`src/rtl/rainbow_hue_sequencer_if.sv`:
```
// Control and colour-triple bundle between the hue sequencer and its environment.
// The slave side is the sequencer; the master side drives the controls and reads the triple.
interface rainbow_hue_sequencer_if #(
    parameter int N_STEPS = 32
);
    localparam int W = $clog2(N_STEPS);

    logic         enable;
    logic         hold;
    logic         dir;
    logic         restart;
    logic [2:0]   p_color;
    logic [2:0]   f_color;
    logic [W-1:0] f_weight;
    logic         step_pulse;
    logic [7:0]   rev_count;

    modport master (
        output enable, hold, dir, restart,
        input  p_color, f_color, f_weight, step_pulse, rev_count
    );

    modport slave (
        input  enable, hold, dir, restart,
        output p_color, f_color, f_weight, step_pulse, rev_count
    );
endinterface

```
`src/rtl/rainbow_hue_sequencer.sv`:
```
// Hue-wheel sequencer: emits past/future base colours and a ramping future weight
// for the downstream time-dithering blender, paced by a microsecond-based prescaler.
module rainbow_hue_sequencer #(
    parameter int TICKS_PER_US = 12,
    parameter int STEP_US      = 10000,
    parameter int N_STEPS      = 32
) (
    input  logic                   clk,
    input  logic                   rst_n,
    rainbow_hue_sequencer_if.slave bus
);
    localparam int W     = $clog2(N_STEPS);
    localparam int PRE_N = TICKS_PER_US * STEP_US;
    localparam int PRE_W = (PRE_N > 1) ? $clog2(PRE_N) : 1;
    localparam logic [W-1:0]     W_LAST   = W'(N_STEPS - 1);
    localparam logic [PRE_W-1:0] PRE_LAST = PRE_W'(PRE_N - 1);

    // Active-low {R,B,G} codes around the wheel, starting at RED.
    function automatic logic [2:0] wheel(input logic [2:0] i);
        case (i)
            3'd0:    return 3'b011;
            3'd1:    return 3'b010;
            3'd2:    return 3'b110;
            3'd3:    return 3'b100;
            3'd4:    return 3'b101;
            default: return 3'b001;
        endcase
    endfunction

    function automatic logic [2:0] next_idx(input logic [2:0] i, input logic d);
        if (d) return (i == 3'd0) ? 3'd5 : i - 3'd1;
        else   return (i == 3'd5) ? 3'd0 : i + 3'd1;
    endfunction

    logic [PRE_W-1:0] pre_q, pre_d;
    logic [2:0]       idx_q, idx_d;
    logic             dir_q, dir_d;
    logic [W-1:0]     w_q, w_d;
    logic [2:0]       p_q, p_d;
    logic [2:0]       f_q, f_d;
    logic             pulse_q, pulse_d;
    logic [7:0]       rev_q, rev_d;
    logic             tick;
    logic [2:0]       nxt;

    assign tick = bus.enable && !bus.hold && (pre_q == PRE_LAST);
    assign nxt  = next_idx(idx_q, dir_q);

    always_comb begin
        pre_d   = pre_q;
        idx_d   = idx_q;
        dir_d   = dir_q;
        w_d     = w_q;
        p_d     = p_q;
        f_d     = f_q;
        pulse_d = 1'b0;
        rev_d   = rev_q;

        // Restart wins over everything, including a coincident tick.
        if (bus.restart) begin
            pre_d   = '0;
            idx_d   = 3'd0;
            dir_d   = bus.dir;
            w_d     = '0;
            p_d     = wheel(3'd0);
            f_d     = wheel(next_idx(3'd0, bus.dir));
            pulse_d = 1'b1;
        end else begin
            if (!bus.enable) begin
                pre_d = '0;
            end else if (!bus.hold) begin
                pre_d = tick ? '0 : pre_q + PRE_W'(1);
            end

            if (tick) begin
                pulse_d = 1'b1;
                if (w_q < W_LAST) begin
                    w_d = w_q + W'(1);
                end else begin
                    // Direction is only latched here so a transition never jumps mid-ramp.
                    w_d   = '0;
                    idx_d = nxt;
                    dir_d = bus.dir;
                    p_d   = wheel(nxt);
                    f_d   = wheel(next_idx(nxt, bus.dir));
                    if ((idx_q == 3'd5 && nxt == 3'd0) || (idx_q == 3'd0 && nxt == 3'd5))
                        rev_d = rev_q + 8'd1;
                end
            end
        end
    end

    always_ff @(posedge clk or negedge rst_n) begin
        if (!rst_n) begin
            pre_q   <= '0;
            idx_q   <= 3'd0;
            dir_q   <= 1'b0;
            w_q     <= '0;
            p_q     <= 3'b011;
            f_q     <= 3'b010;
            pulse_q <= 1'b0;
            rev_q   <= 8'd0;
        end else begin
            pre_q   <= pre_d;
            idx_q   <= idx_d;
            dir_q   <= dir_d;
            w_q     <= w_d;
            p_q     <= p_d;
            f_q     <= f_d;
            pulse_q <= pulse_d;
            rev_q   <= rev_d;
        end
    end

    assign bus.p_color    = p_q;
    assign bus.f_color    = f_q;
    assign bus.f_weight   = w_q;
    assign bus.step_pulse = pulse_q;
    assign bus.rev_count  = rev_q;
endmodule

```
`src/flat_wrapper.sv`:
```
// flat-port wrapper written by rule: the top's interface ports become plain ports
module rainbow_hue_sequencer_flat 
#(
    parameter int TICKS_PER_US = 12,
    parameter int STEP_US      = 10000,
    parameter int N_STEPS      = 32
)
  (clk, rst_n, bus_enable, bus_hold, bus_dir, bus_restart, bus_p_color, bus_f_color, bus_f_weight, bus_step_pulse, bus_rev_count);
  rainbow_hue_sequencer_if #(.N_STEPS(N_STEPS)) bus_i ();
  input  logic clk;
  input  logic rst_n;
  input wire logic [$bits(bus_i.enable)-1:0] bus_enable;
  input wire logic [$bits(bus_i.hold)-1:0] bus_hold;
  input wire logic [$bits(bus_i.dir)-1:0] bus_dir;
  input wire logic [$bits(bus_i.restart)-1:0] bus_restart;
  output wire logic [$bits(bus_i.p_color)-1:0] bus_p_color;
  output wire logic [$bits(bus_i.f_color)-1:0] bus_f_color;
  output wire logic [$bits(bus_i.f_weight)-1:0] bus_f_weight;
  output wire logic [$bits(bus_i.step_pulse)-1:0] bus_step_pulse;
  output wire logic [$bits(bus_i.rev_count)-1:0] bus_rev_count;
  assign bus_i.enable = bus_enable;
  assign bus_i.hold = bus_hold;
  assign bus_i.dir = bus_dir;
  assign bus_i.restart = bus_restart;
  assign bus_p_color = bus_i.p_color;
  assign bus_f_color = bus_i.f_color;
  assign bus_f_weight = bus_i.f_weight;
  assign bus_step_pulse = bus_i.step_pulse;
  assign bus_rev_count = bus_i.rev_count;
  rainbow_hue_sequencer #(.TICKS_PER_US(TICKS_PER_US), .STEP_US(STEP_US), .N_STEPS(N_STEPS)) u_core (.clk(clk), .rst_n(rst_n), .bus(bus_i));
endmodule
```
`config.mk`:
```
export PLATFORM = sky130hd
export DESIGN_NAME = rainbow_hue_sequencer_flat
export DESIGN_NICKNAME = d
export VERILOG_FILES = /design/src/rtl/rainbow_hue_sequencer_if.sv /design/src/rtl/rainbow_hue_sequencer.sv /design/src/flat_wrapper.sv
export SDC_FILE = /design/constraint.sdc
export NUM_CORES = 1
export LEC_CHECK = 0
export CAP_MARGIN = 20
export CORE_MARGIN = 5
export CORE_UTILIZATION = 45
export DETAILED_ROUTE_END_ITERATION = 12
export PLACE_DENSITY_LB_ADDON = 0.05
export RECOVER_POWER = 50
export REMOVE_ABC_BUFFERS = 1
export SETUP_SLACK_MARGIN = 0.05
export SKIP_CTS_REPAIR_TIMING = 1
export SLEW_MARGIN = 10
export SYNTH_ARGS = -nofsm -noshare
export SYNTH_HDL_FRONTEND = slang
export SYNTH_SLANG_ARGS = --single-unit
```
`constraint.sdc`:
```
create_clock -name clk -period 2.7 [get_ports clk]
set_input_delay 0.54 -clock clk [delete_from_list [all_inputs] [get_ports clk]]
set_output_delay 0.54 -clock clk [all_outputs]
set_load 0.01 [all_outputs]
```
**Routed metal, one colour a layer**

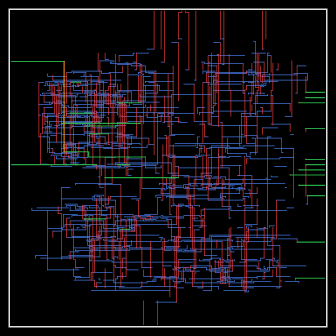
- met3: green (wire length 210 microns)
- met4: orange (wire length 23.8 microns)
- met2: red (wire length 2280 microns)
- met1: blue (wire length 2530 microns)

**Congestion heat map**

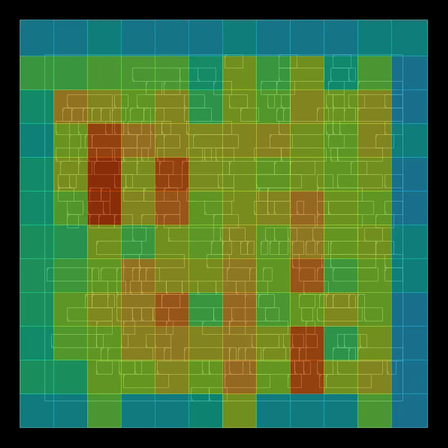
Routed wire per std cell: 15.0 microns
met1 Track Usage GR: 20.8%

==> out/qor.log <==
qor: critical_path.critPathKind input port to flip-flop
qor: pwr.cellPowerDensity 400 mW/mm^2
qor: route.routed-via-count 1878
qor: synthesis.netlist_instances 240
qor: global_routing.overflow 0
qor: timing.final_hold_slack 376 ps
qor: floorplanning.ioPinCount 26
qor: cells_and_area.layout_top_cells sky130_fd_sc_hd__dfrtp_1, sky130_fd_sc_hd__nor2_1, sky130_fd_sc_hd__xor2_1
qor: critical_path.rrSetupSlack 660 ps
qor: critical_path.worst_r2r_path_depth 6
qor: route.detailedRoute.firstIterationViolations 137
qor: cells_and_area.max_flop_register u_core.pre_q
qor: critical_path.worst-endpoint-arrival 2390 ps
qor: cells_and_area.num-nets-final 277
qor: cells_and_area.clkcell_share 3.22%
qor: clock_tree.cts_made_buffers 5
qor: placed_design.buffer_ports.inserted 25
qor: cells_and_area.num-clock-buffers 6
qor: cells_and_area.mostFrequentLayoutCell sky130_fd_sc_hd__dfrtp_1
qor: pwr.ir_drop 0.207 mV
qor: cells_and_area.final_cell_count_no_fill 337
qor: route.top_layer met4
qor: synthesis.mappedNetlistArea 0.00241 sq mm
qor: cells_and_area.sh_comb_area 46.0%
qor: pwr.leakage_power 0.00112 uW
qor: clock_tree.cts-root-buf sky130_fd_sc_hd__clkbuf_8
qor: global_routing.global_route.usage.total 15.1%
qor: cells_and_area.seq_cells 41
qor: critical_path.start_kind input port
qor: global_routing.globalRouteMet2Util 23.0%
qor: synthesis.synth_area_per_cell 10.1 sq um
qor: critical_path.cp_top_family simple AND/OR/NAND/NOR gates
qor: run.max_cap_viol_count 0
qor: run_status.outcome completed
qor: cells_and_area.diodes 0
qor: global_routing.top_usage_layer met2
qor: route.routed_wirelength 5.04 mm
qor: clock_tree.cts.sink_count 41
qor: cells_and_area.buffers_excl_clock 31
qor: global_routing.first_pass_grt_wire_length 8.63 mm
qor: critical_path.critPathMaxStageDelay 620 ps
qor: timing.setup_tns 0 ps
qor: global_routing.use_met3 5.05%
qor: timing.timing.final.ws_setup 540 ps
qor: floorplanning.fp-row-count 26
qor: synthesis.edff_count_synth 0
qor: cells_and_area.multiInputGateArea 0.00129 sq mm
qor: timing.relSlewSlack 39.9%
qor: cells_and_area.drive_gt1_share 13.1%
qor: synthesis.yosys.cell_types.count 63
qor: synthesis.flop_and_latch_count_out_of_synthesis 41
qor: timing.setup_violations 0
qor: critical_path.critical_path_peak_fanout 6
qor: global_routing.largest_net_degree_at_the_start_of_global_routing 42
qor: critical_path.cp_cell_sequence dlygate4sd3_1 -> nor4bb_1 -> and3_4 -> nand3_1 -> a211oi_1 -> a221o_1
qor: synthesis.synth-cells-yosys 240
qor: route.antenna_left 0
qor: synthesis.seq_area_frac_synth 42.6%
qor: cells_and_area.layout.cells.largest_class combinational gates
qor: floorplanning.fp.coreArea 0.00517 sq mm
qor: synthesis.synth.top_cells.by_area sky130_fd_sc_hd__dfrtp_1, sky130_fd_sc_hd__xor2_1, sky130_fd_sc_hd__nor2_1
qor: critical_path.critical_path_cell_count 6
qor: timing.grt_setup_unrepaired false
qor: synthesis.synth_async_sr_flop_share 100%
qor: critical_path.ff_to_ff_start u_core.idx_q[1]$_DFFE_PN0P_
qor: clock_tree.maximum_buffer_depth_of_the_clock_tree 2
qor: timing.clock-skew-final 8.10 ps
qor: timing.timing.fmax 463 MHz
qor: route.detail_route.first_pass.iterations 4
qor: clock_tree.clk_transition_reported_paths 80 ps
qor: floorplanning.die_width 83.3 microns
qor: cells_and_area.final_cell_area 0.00280 sq mm
qor: clock_tree.h-tree-depth 2
qor: floorplanning.die-area 0.00693 sq mm
qor: placed_design.placed_cells 330
qor: critical_path.setup.worst_path.end_class flip-flop
qor: cells_and_area.syn_to_final_growth 15.9%
qor: route.avgViaCountPerCell 5.57
qor: placed_design.finalWeightedCongestion 0.776
qor: synthesis.synth-warning-count 0
qor: floorplanning.dieHeight 83.3 microns
qor: route.met2_wirelength 2.28 mm
qor: global_routing.via_count_of_the_first_global_routing_pass 1765
qor: critical_path.critical_path.startpoint bus_hold
qor: critical_path.path_buffers 1
qor: timing.timing.final.hold_violations 0
qor: cells_and_area.comb.multi_input.count 184
qor: timing.tightest_slew 902 ps
qor: floorplanning.starting_utilization_of_the_core_area 46.7%
qor: placed_design.dp_hpwl 3.66 mm
qor: clock_tree.tritoncts built
**Cell area per tile**

The die is cut into 8 by 8 equal tiles; white is low, dark blue is high, 0 to 100% covered.
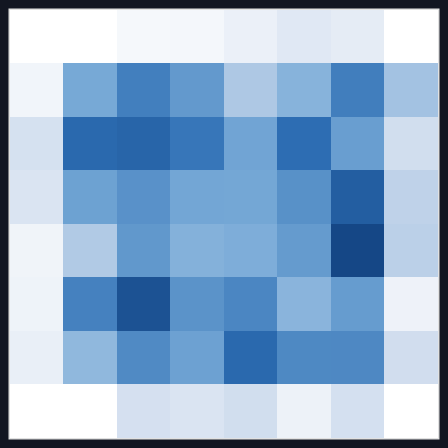
- mean over tiles: 39%
- tiles over 75% full: 11%
- fullest tile: 91%
- nearly empty tiles: 9.4%

==> kinds of logic after synthesis <==
family	share of synthesized area (%)
xor+xnor	8.70
fa+ha+maj	2.07
flops	42.6
simple gates	27.5
compound gates	13.7
buf+inv	4.09
mux	1.24
==> metrics by stage <==
step           utilization [%]  total power [uW]
6_report                  54.1              1120
5_1_grt                   54.1              1180
4_1_cts                   54.1              1140
3_5_place_dp              52.4               726
3_3_place_gp              52.4               727
2_1_floorplan                -               680
==> Yosys cell counts (all sizes together), types with 3 or more instances <==
library cell / count
a211oi: 3
a21oi: 10
a22o: 3
and3: 4
buf: 10
dfrtp: 38
dfstp: 3
ha: 4
inv: 4
nand2: 15
nand2b: 5
nand3: 14
nand3b: 5
nand4: 7
nor2: 31
nor2b: 4
nor3: 5
nor4b: 5
o21ai: 7
or3: 3
xnor2: 7
xor2: 17
==> power breakdown <==
group          total, uW  internal (uW)  switching (uW)
combinational       83.0           34.7            48.3
sequential           630            620            9.62
clock                406            202             204
total               1120            857             262
==> how the worst min path moves through the flow <==
stage                                              from                                   to  slack, ps  cells past startpoint
global route                                      rst_n          u_core.pre_q[0]$_DFFE_PN0P_        440                      1
floorplan                                         rst_n    u_core.bus.f_color[0]$_DFFE_PN0P_        240                      0
detailed placement  u_core.bus.rev_count[7]$_DFFE_PN0P_  u_core.bus.rev_count[7]$_DFFE_PN0P_        460                      1
CTS                                               rst_n          u_core.pre_q[0]$_DFFE_PN0P_        400                      1
finish                                            rst_n         u_core.pre_q[11]$_DFFE_PN0P_        380                      1
global placement    u_core.bus.rev_count[7]$_DFFE_PN0P_  u_core.bus.rev_count[7]$_DFFE_PN0P_        460                      1
==> worst register-to-register path: cells and delay by family (launching register included) <==
kind	cells	cell delay [ps]
flops	1	390
mux	1	340
compound gates	2	620
fa+ha+maj	1	330
simple gates	2	240
Power and IR drop assume default switching activity.
